### Port wiring

Drawn at 4 px/micron.
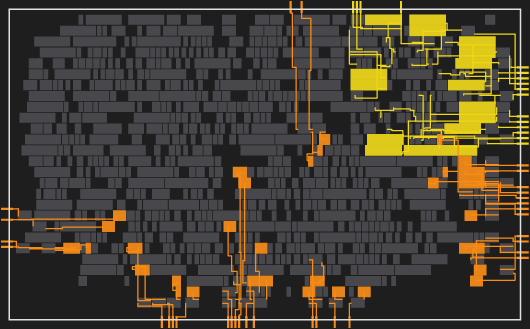
### Cell density map

Drawn at 4 px/micron. 13 x 8 tiles, from dark blue (low) to red (high), 0 to 100% covered.
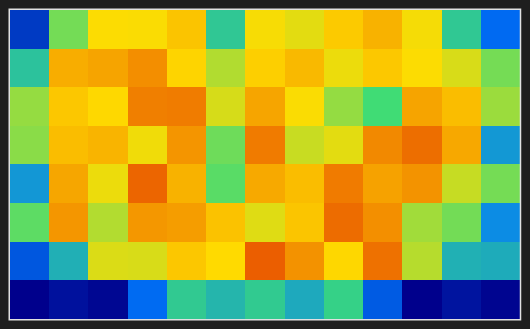
### M1 wires

Drawn at 6 px/micron. Supply wires on this layer in grey. Cells faint in the background.
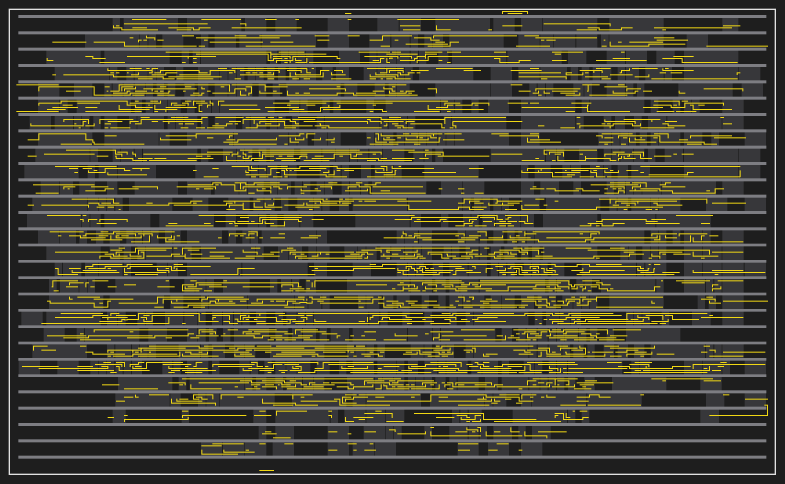
### Placement view

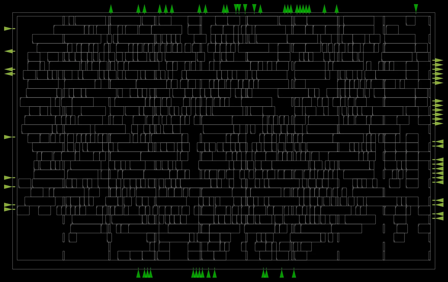
<file path="src/rtl/testdata_check_valid.sv">
// testdata_check_valid: read-side checker for the DDR3 test top.
// Requests words from the read FIFO and checks each rd_valid word against the
// incrementing pattern written by the generator. It counts mismatches and
// completed passes, and reports done/pass status for ILA or LED observation.
// Optional build macro: CHK_FIRST_ERR_CAPTURE_EN adds capture ports for the first mismatch.
module testdata_check_valid #(
    parameter int unsigned                FIFO_RD_WIDTH  = 32,
    parameter int unsigned                WORDS_PER_PASS = 2048,
    parameter int unsigned                NUM_PASSES     = 4,
    parameter logic [FIFO_RD_WIDTH-1:0]   PAT_START      = '0
) (
    input  logic                     clk,
    input  logic                     rst_n,
    input  logic                     calib_done,
    input  logic                     rd_mem_enable,
    input  logic [FIFO_RD_WIDTH-1:0] rd_data,
    input  logic                     rd_valid,
    output logic                     rd_en,
    output logic                     err_flag,
    output logic [15:0]              err_cnt,
    output logic [15:0]              pass_cnt,
    output logic                     test_done,
    output logic                     test_pass
`ifdef CHK_FIRST_ERR_CAPTURE_EN
    ,
    output logic [FIFO_RD_WIDTH-1:0] first_err_data,
    output logic [FIFO_RD_WIDTH-1:0] first_err_exp,
    output logic [31:0]              first_err_idx
`endif
);

    localparam int unsigned WCNT_W = (WORDS_PER_PASS > 1) ? $clog2(WORDS_PER_PASS) : 1;
    localparam int unsigned CNT_W  = 16;

    localparam logic [1:0] S_IDLE = 2'd0;
    localparam logic [1:0] S_WAIT = 2'd1;
    localparam logic [1:0] S_READ = 2'd2;
    localparam logic [1:0] S_DONE = 2'd3;

    logic [1:0]               state;
    logic [1:0]               state_nxt;
    logic [FIFO_RD_WIDTH-1:0] expected;
    logic [FIFO_RD_WIDTH-1:0] expected_nxt;
    logic [WCNT_W-1:0]        word_cnt;
    logic [WCNT_W-1:0]        word_cnt_nxt;
    logic [CNT_W-1:0]         pass_cnt_nxt;
    logic [CNT_W-1:0]         err_cnt_nxt;
    logic                     err_flag_nxt;
    logic                     rd_en_nxt;
    logic                     test_done_nxt;
    logic                     test_pass_nxt;
    logic                     mismatch_c;
    logic                     passes_reached_c;

    // Compare datapath, pass/error counters and next-state decode
    always_comb begin
        expected_nxt     = expected;
        word_cnt_nxt     = word_cnt;
        pass_cnt_nxt     = pass_cnt;
        err_cnt_nxt      = err_cnt;
        err_flag_nxt     = err_flag;
        mismatch_c       = 1'b0;
        state_nxt        = state;
        passes_reached_c = 1'b0;

        // Valid words are checked in every state so in-flight data is never lost
        if (rd_valid) begin
            mismatch_c = (rd_data != expected);
            if (word_cnt == WCNT_W'(WORDS_PER_PASS - 1)) begin
                word_cnt_nxt = '0;
                expected_nxt = PAT_START;
                if (pass_cnt != '1) begin
                    pass_cnt_nxt = pass_cnt + CNT_W'(1);
                end
            end else begin
                word_cnt_nxt = word_cnt + WCNT_W'(1);
                expected_nxt = expected + FIFO_RD_WIDTH'(1);
            end
            if (mismatch_c) begin
                err_flag_nxt = 1'b1;
                if (err_cnt != '1) begin
                    err_cnt_nxt = err_cnt + CNT_W'(1);
                end
            end
        end

        passes_reached_c = (NUM_PASSES != 0) && (32'(pass_cnt_nxt) >= 32'(NUM_PASSES));

        case (state)
            S_IDLE: if (calib_done) state_nxt = S_WAIT;
            S_WAIT: if (calib_done && rd_mem_enable) state_nxt = S_READ;
            S_READ: begin
                if (passes_reached_c) begin
                    state_nxt = S_DONE;
                end else if (!calib_done) begin
                    state_nxt = S_IDLE;
                end
            end
            S_DONE:  state_nxt = S_DONE;
            default: state_nxt = S_IDLE;
        endcase

        rd_en_nxt     = (state_nxt == S_READ);
        test_done_nxt = (state_nxt == S_DONE);
        test_pass_nxt = test_done_nxt && !err_flag_nxt;
    end

    // State, pattern tracking and registered outputs
    always_ff @(posedge clk or negedge rst_n) begin
        if (!rst_n) begin
            state     <= S_IDLE;
            expected  <= PAT_START;
            word_cnt  <= '0;
            pass_cnt  <= '0;
            err_cnt   <= '0;
            err_flag  <= 1'b0;
            rd_en     <= 1'b0;
            test_done <= 1'b0;
            test_pass <= 1'b0;
        end else begin
            state     <= state_nxt;
            expected  <= expected_nxt;
            word_cnt  <= word_cnt_nxt;
            pass_cnt  <= pass_cnt_nxt;
            err_cnt   <= err_cnt_nxt;
            err_flag  <= err_flag_nxt;
            rd_en     <= rd_en_nxt;
            test_done <= test_done_nxt;
            test_pass <= test_pass_nxt;
        end
    end

`ifdef CHK_FIRST_ERR_CAPTURE_EN
    logic [31:0] word_idx;

    // Global valid-word index and capture of the first mismatching word
    always_ff @(posedge clk or negedge rst_n) begin
        if (!rst_n) begin
            word_idx       <= '0;
            first_err_data <= '0;
            first_err_exp  <= '0;
            first_err_idx  <= '0;
        end else if (rd_valid) begin
            word_idx <= word_idx + 32'd1;
            if (mismatch_c && !err_flag) begin
                first_err_data <= rd_data;
                first_err_exp  <= expected;
                first_err_idx  <= word_idx;
            end
        end
    end
`endif

endmodule
</file>
<file path="config.mk">
export PLATFORM = sky130hd
export DESIGN_NAME = testdata_check_valid
export DESIGN_NICKNAME = d
export VERILOG_FILES = /design/src/rtl/testdata_check_valid.sv
export SDC_FILE = /design/constraint.sdc
export NUM_CORES = 1
export LEC_CHECK = 0
export ABC_AREA = 1
export CORE_ASPECT_RATIO = 0.6
export CORE_UTILIZATION = 55
export CTS_CLUSTER_SIZE = 14
export DETAILED_ROUTE_END_ITERATION = 6
export PLACE_DENSITY = 0.8
export SKIP_CTS_REPAIR_TIMING = 1
export SYNTH_ARGS = -nofsm -noshare
export SYNTH_HDL_FRONTEND = slang
export SYNTH_SLANG_ARGS = --single-unit
</file>
<file path="constraint.sdc">
create_clock -name clk -period 2.9 [get_ports clk]
set_input_delay 0.29 -clock clk [delete_from_list [all_inputs] [get_ports clk]]
set_output_delay 0.29 -clock clk [all_outputs]
set_load 0.01 [all_outputs]
</file>
==> flow_summary.ini <==
; synthesis and place-and-route metrics
[global_route]
grt_pass1_vias = 4396
antenna_found_initial = 0

[logic_synthesis]
yosys-stat-area_sq_um = 5191
synth.logic.top_family = simple AND/OR/NAND/NOR gates
yosysWarnings = 0
ys_async_sr_fraction_pct = 100.0

[critical_path]
worstPathArrival_ns = 2.76
rrSetupSlack_ns = 0.42
cpMostUsedCell = nand2_1
crit_buf_inv = 0
path_max_fanout = 13
worstPathRequired_ns = 3.18

[detailed_routing]
routed_via_density = 5.371

[place]
dpl_worst_slack_ns = 0.3993

[floorplan]
chipHeight_microns = 77.26
chipArea_sq_um = 9844
initial_core_util_pct = 56.70

[final_timing]
finalSetupViolations = 0
fmax_mhz = 403.5

[run_status]
status = completed

[power]
power.ir.vdd_worst_mv = 0.3866
p_total_mw = 3.703
p_seq_mw = 1.49

[worst_hold_path]
hp-class = input pin to asynchronous set/reset pin

[clock_network]
clock_path_buffers = 2
htreeDepth = 3
clk_pin_slew_worst_paths_ns = 0.06
Notes on 'Port wiring' above:
- orange: rd_data (direction input; end cells 43; buffers 32; wire 700 microns)
- yellow: err_cnt (direction output; end cells 16; buffers 16; wire 511 microns)

Notes on 'Cell density map' above:
- fullest tile: 89%
- tiles over 75% full: 43%
- nearly empty tiles: 3.8%

Notes on 'M1 wires' above:
- longest straight run: 35.9 microns
- wire length on this layer: 6180 microns
- share of all routed wire: 48%
- main direction: horizontal
- nets with wire on the layer: 733

Notes on 'Placement view' above:
fillers: 742
Row Count: 27
total core area: 9155 sq um

[final cells by class]
cell class,instances,share of cell area [%]
Multi-Input combinational cell,509,43.36
Sequential cell,81,31.80
Timing Repair Buffer,75,11.62
Inverter,85,5.006
Clock buffer,11,3.651
Tap cell,130,2.552
Clock inverter,5,2.002
[metal layers]
layer	wire [microns]	vias up	track usage [%]
li1	-	2380	-
met1	6179	2174	42.00
met2	5300	229	38.58
met3	1097	29	8.095
met4	250	0	7.619
met5	0	-	0
[sequential cells by signal, summed over array words and instances (netlist names)]
name,cells
test_done,1
err_flag,1
word_cnt,11
test_pass,1
state,2
err_cnt,16
expected,32
pass_cnt,16
rd_en,1
